Design mem_port_arbiter_flat, sky130hd; sources not shown.
**Signal wires on met3**

Bar = 20 um.
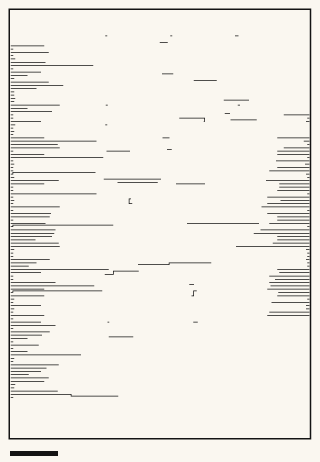
- share of all routed wire: 9.7%
- nets with wire on the layer: 178
- wire length on this layer: 1,990 um
DR vias: 5,410
met3 track utilization from global routing: 7.857%
wire length after detailed routing: 20,620 um

**Placement density heat map**

The die is cut into 12 by 18 equal tiles; white is low, dark blue is high, 0 to 100% covered.
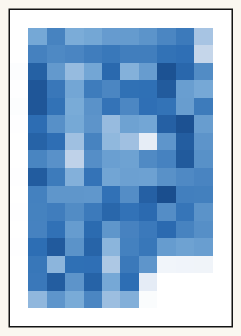
- densest ninth of the die: center
- mean over tiles: 44%
- emptiest ninth of the die: south-east
- nearly empty tiles: 29%
- fullest tile: 88%
- tiles over 75% full: 12%
effective utilization at floorplan: 36.16%
floorplan core area: 16,050 um^2
end-of-flow core utilization: 61.44%

**Sequential cells colored by netlist name**

Bar = 20 um. Other sequential cells in the stronger gray, the rest of the logic in the fainter gray.
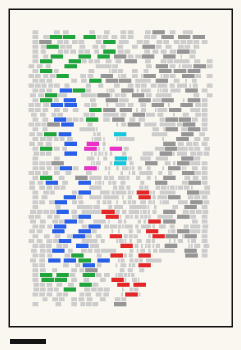
- `u_core.state_q`: cyan (flops 3)
- `u_core.bus.m_wdata`: green (flops 32; where a column on the left)
- `u_core.bus.m_addr`: blue (flops 30)
- `u_core.starve_q`: magenta (flops 4)
- `u_core.to_q`: red (flops 16; where south)
share of cell area taken by flip-flops and latches: 32.31%
flip-flop and latch power: 3.13 mW

**Cell placement**

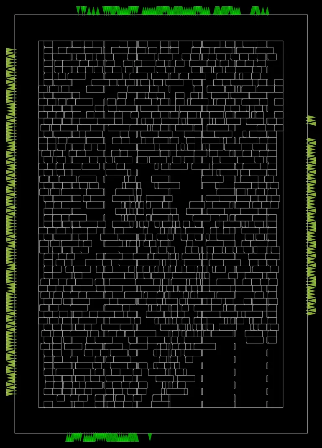
number of placement rows: 57
number of fill cells: 1,366
Final Instance Count excl. Fillers: 1,043
number of tap cells inserted: 206
number of flip-flops and latches: 159

==> summary.txt <==
Implementation numbers.

- The die outline height reads ~180 um.
- The power density of the placed cells is 765.4 nW/um^2.
- The Yosys chip area is approximately 5800 um^2.
- The synthesis log from Yosys contains 0 warnings.
- Post-route period utilization is reported as 105.4%.
- The proportion of synthesized chip area in sequential cells is approximately 55%.
- The critical path endpoint has a required time of ~2400 ps.
- The flow reports an fmax of approximately 430 MHz.
- The nature of the critical path startpoint reads a register.
- The highest layer touched by signal routing is met4.
- The timing report attributes the biggest portion of critical-path delay to AND-OR/OR-AND gates.
- The clock latency on the worst-skew pair is a little over 400 ps.
- The kind of path behind the tightest hold check reads in -> reg.
- The number of cells traversed by the worst hold path reads 2.
- The final layout net count is just under 1,000.
- Max-cap violations in this run came to 0.
- The number of H-tree branching levels reads 4.
- The busiest metal layer after global routing is met2.
- Averaged over all synthesized cells, the footprint is 10.82 um^2.
- Recorded from the global router log, the overflow total was 0.
- The initial antenna violation count was 0.
- The post-cts hold-fix buffer tally reads 0.
- The register clock-pin slew on the reported worst setup and hold paths is roughly 70 ps.
- Detailed placement ended at an HPWL of roughly 15,000 um.
- The final reports fail on setup timing.
- In the log, the iteration count for the first detailed-route pass is 4.
- The setup TNS is -3679 ps.
- At the placement stage, the worst setup path has a slack of -135.7 ps.
- The leakage component of the power is about 3.6 nW.
- The floorplan step defined a die boundary enclosing between 20,000 and 25,000 um^2.
- The buffering stage count on the worst path with inverters included is 2.
- Entering global routing, the biggest net connects 65 pins.
- For this run, the script counts the antenna cells in the layout as 0.
- The headroom to the max-slew limit is 49.30%.
- The detail-routed net length per standard cell reads 19.77 um.
- Per the cell usage report, the commonest logic cells after layout are 267 x sky130_fd_sc_hd__clkdlybuf4s50_1, 157 x sky130_fd_sc_hd__dfxtp_1, 60 x sky130_fd_sc_hd__nor2_1.
- The category of the worst setup path capture point is a register.
- The minimum period implied by the final worst setup slack is 2319 ps.
- The cell depth of the worst flop-to-flop path reads 8.
- The post-synthesis cell count is 536.
- The dominant synthesized flop cell is sky130_fd_sc_hd__dfxtp_1.
- In this run the register-to-register setup slack is -120 ps.
- CTS placed an instance of sky130_fd_sc_hd__clkbuf_16 at the clock tree root.
- The number of setup violations in the final report is between 40 and 50.
- The number of gates on the worst path with buffers counted is 8.
- The number of global-route vias before repair is around 5,700.
- The CTS sink count is between 150 and 200.
- The proportion of layout cells with a drive suffix above 1 reads approximately 14%.
- The number of placed cells counting well taps reads 1,006.
- In the detailed route, the total length drawn on met2 is roughly 11,000 um.
- The worst supply voltage drop on vdd is 0.0003625 V.
- The longest individual stage delay on the worst path is roughly 480 ps.
- The total chip power reads roughly 7.5 mW.
- Per the post-synthesis report, the nets total about 670.
- The first-pass GRT wire length reads between 30,000 and 40,000 um.
- The antenna violation net count after detailed routing reads 0.
- The CTS report gives the tree buffer count as 17.
- The area used by sequential logic in the layout reads 3186 um^2.
- Per the synth stats, the proportion of register bits with asynchronous set or reset is 0%.
- Setup repair after global routing could not meet its margin everywhere.
- Summing all multi-input logic gate instances after layout gives roughly 2600 um^2.
- The combined area of all synthesized cells is 5802 um^2.
- In this run the worst path has a maximum fanout of 36.
- The global-route met2 utilization is a little under a third.
- The cell with the biggest individual delay on the critical path reads sky130_fd_sc_hd__or4b_4.
- For reference, the final report shows the hold violation count at 0.
- The floorplan step set the die width to roughly 120 um.
- The routed length on met1 reads approximately 7700 um.
- The relative area change from synthesis to final layout is 69.94%.
- The aggregate global-route resource usage reads between 10% and 20%.
- The worst endpoint data arrival time reads approximately 2500 ps.
- The critical path class is reg -> reg.
- The CTS tree is done.
- The max-slew violation total from the final report is 0.
- The report lists the cells along the critical path as inv_2, ha_2, or4b_4, o41ai_4, nand2_1, o31a_4, buf_12, a22o_1.
- The number of flip-flops and latches in the synthesized netlist reads ~160.
- The met3 layer wire length in the routed design is roughly 2000 um.
- The distinct cell type count of the synthesized netlist is 45.
- The final weighted congestion of routability-driven global placement is between 0.8 and 0.9.
- The count of input and output buffers reads around 270.
- Per the CTS log, the buffer count on the longest clock path is 2.
- The initial detailed-routing violation count is roughly 260.
- The run finished, with violations left.
- The count of warning messages emitted by the tools reads 31.
- The vias per cell reads a little over 5.
- The number of synthesized flops with an enable pin reads 0.
- The met1 demand-to-capacity share in global routing reads a little under a fifth.
- The synth_stat.txt file lists the number of cells as approximately 540.
- The final worst setup slack reads -118.7 ps.
- The most common logic cell in the routed design is sky130_fd_sc_hd__clkdlybuf4s50_1.
power breakdown:
| group | total (mW) | switching, mW | leakage [nW] | internal, mW |
|---|---|---|---|---|
| sequential | 3.13 | 0.0920 | 1.30 | 3.04 |
| clock | 2.97 | 1.32 | 0.293 | 1.66 |
| combinational | 1.44 | 0.706 | 2.04 | 0.733 |
per-stage QoR:
| stage | cell area, um^2 | hold WS [ps] |
|---|---|---|
| floorplan | 5818 | 321.5 |
| global route | 9859 | 138.3 |
| CTS | 9585 | 108.2 |
| detailed placement | 8952 | 346.5 |
| global placement | 8952 | 343.0 |
| finish | 9859 | 143.1 |
Yosys cell counts, types with 2 or more instances:
cell / number / area share, %
sky130_fd_sc_hd__or3_1: 5 / 0.54
sky130_fd_sc_hd__and4_1: 2 / 0.30
sky130_fd_sc_hd__xnor2_1: 10 / 1.5
sky130_fd_sc_hd__o21ai_0: 5 / 0.43
sky130_fd_sc_hd__nand3b_1: 2 / 0.26
sky130_fd_sc_hd__nand3_1: 9 / 0.78
sky130_fd_sc_hd__inv_1: 7 / 0.45
sky130_fd_sc_hd__mux2i_1: 31 / 5.3
sky130_fd_sc_hd__nor4_1: 8 / 0.86
sky130_fd_sc_hd__ha_1: 4 / 0.86
sky130_fd_sc_hd__nand2_1: 12 / 0.78
sky130_fd_sc_hd__a22o_1: 36 / 5.4
sky130_fd_sc_hd__nor2_1: 61 / 3.9
sky130_fd_sc_hd__a21oi_1: 11 / 0.95
sky130_fd_sc_hd__nand4_1: 3 / 0.32
sky130_fd_sc_hd__dfxtp_1: 159 / 55
sky130_fd_sc_hd__clkbuf_1: 36 / 2.3
sky130_fd_sc_hd__o2bb2ai_1: 30 / 4.5
sky130_fd_sc_hd__o31a_1: 2 / 0.30
sky130_fd_sc_hd__nor3_1: 3 / 0.26
sky130_fd_sc_hd__buf_1: 2 / 0.13
sky130_fd_sc_hd__buf_2: 7 / 0.60
sky130_fd_sc_hd__or2_2: 3 / 0.32
sky130_fd_sc_hd__a32oi_1: 35 / 5.3
sky130_fd_sc_hd__a211oi_1: 3 / 0.39
sky130_fd_sc_hd__and2_1: 3 / 0.32
sky130_fd_sc_hd__a32o_1: 29 / 5.0
final cells by class:
class	count	area share (%)
clock buffer	18	4.454
clock inverter	14	1.713
inverter	7	0.2665
multi-input combinational	324	26.76
sequential	159	32.31
tap	206	2.614
timing repair buffer	315	31.88
repair_timing:
| action | 4_1_cts | 5_1_grt |
|---|---|---|
| endpoints found under the setup margin | 68 | 133 |
| cloned | 0 | 3 |
| resized | 3 | 38 |
| hold endpoints to repair | 0 | 0 |
| setup buffers | 1 | 3 |
| pin swaps | 1 | 8 |
cell families after synthesis:
| family | Yosys count | synth area share (%) |
|---|---|---|
| AOI/OAI and AO/OA | 162 | 24.13 |
| xor gates and xnor gates | 10 | 1.510 |
| adders and majority gates | 4 | 0.8627 |
| buffers and inverters | 53 | 3.709 |
| DFF | 159 | 54.86 |
| muxes | 31 | 5.348 |
| and+or+nand+nor | 117 | 9.575 |
Power is estimated from default activity; no workload was simulated.
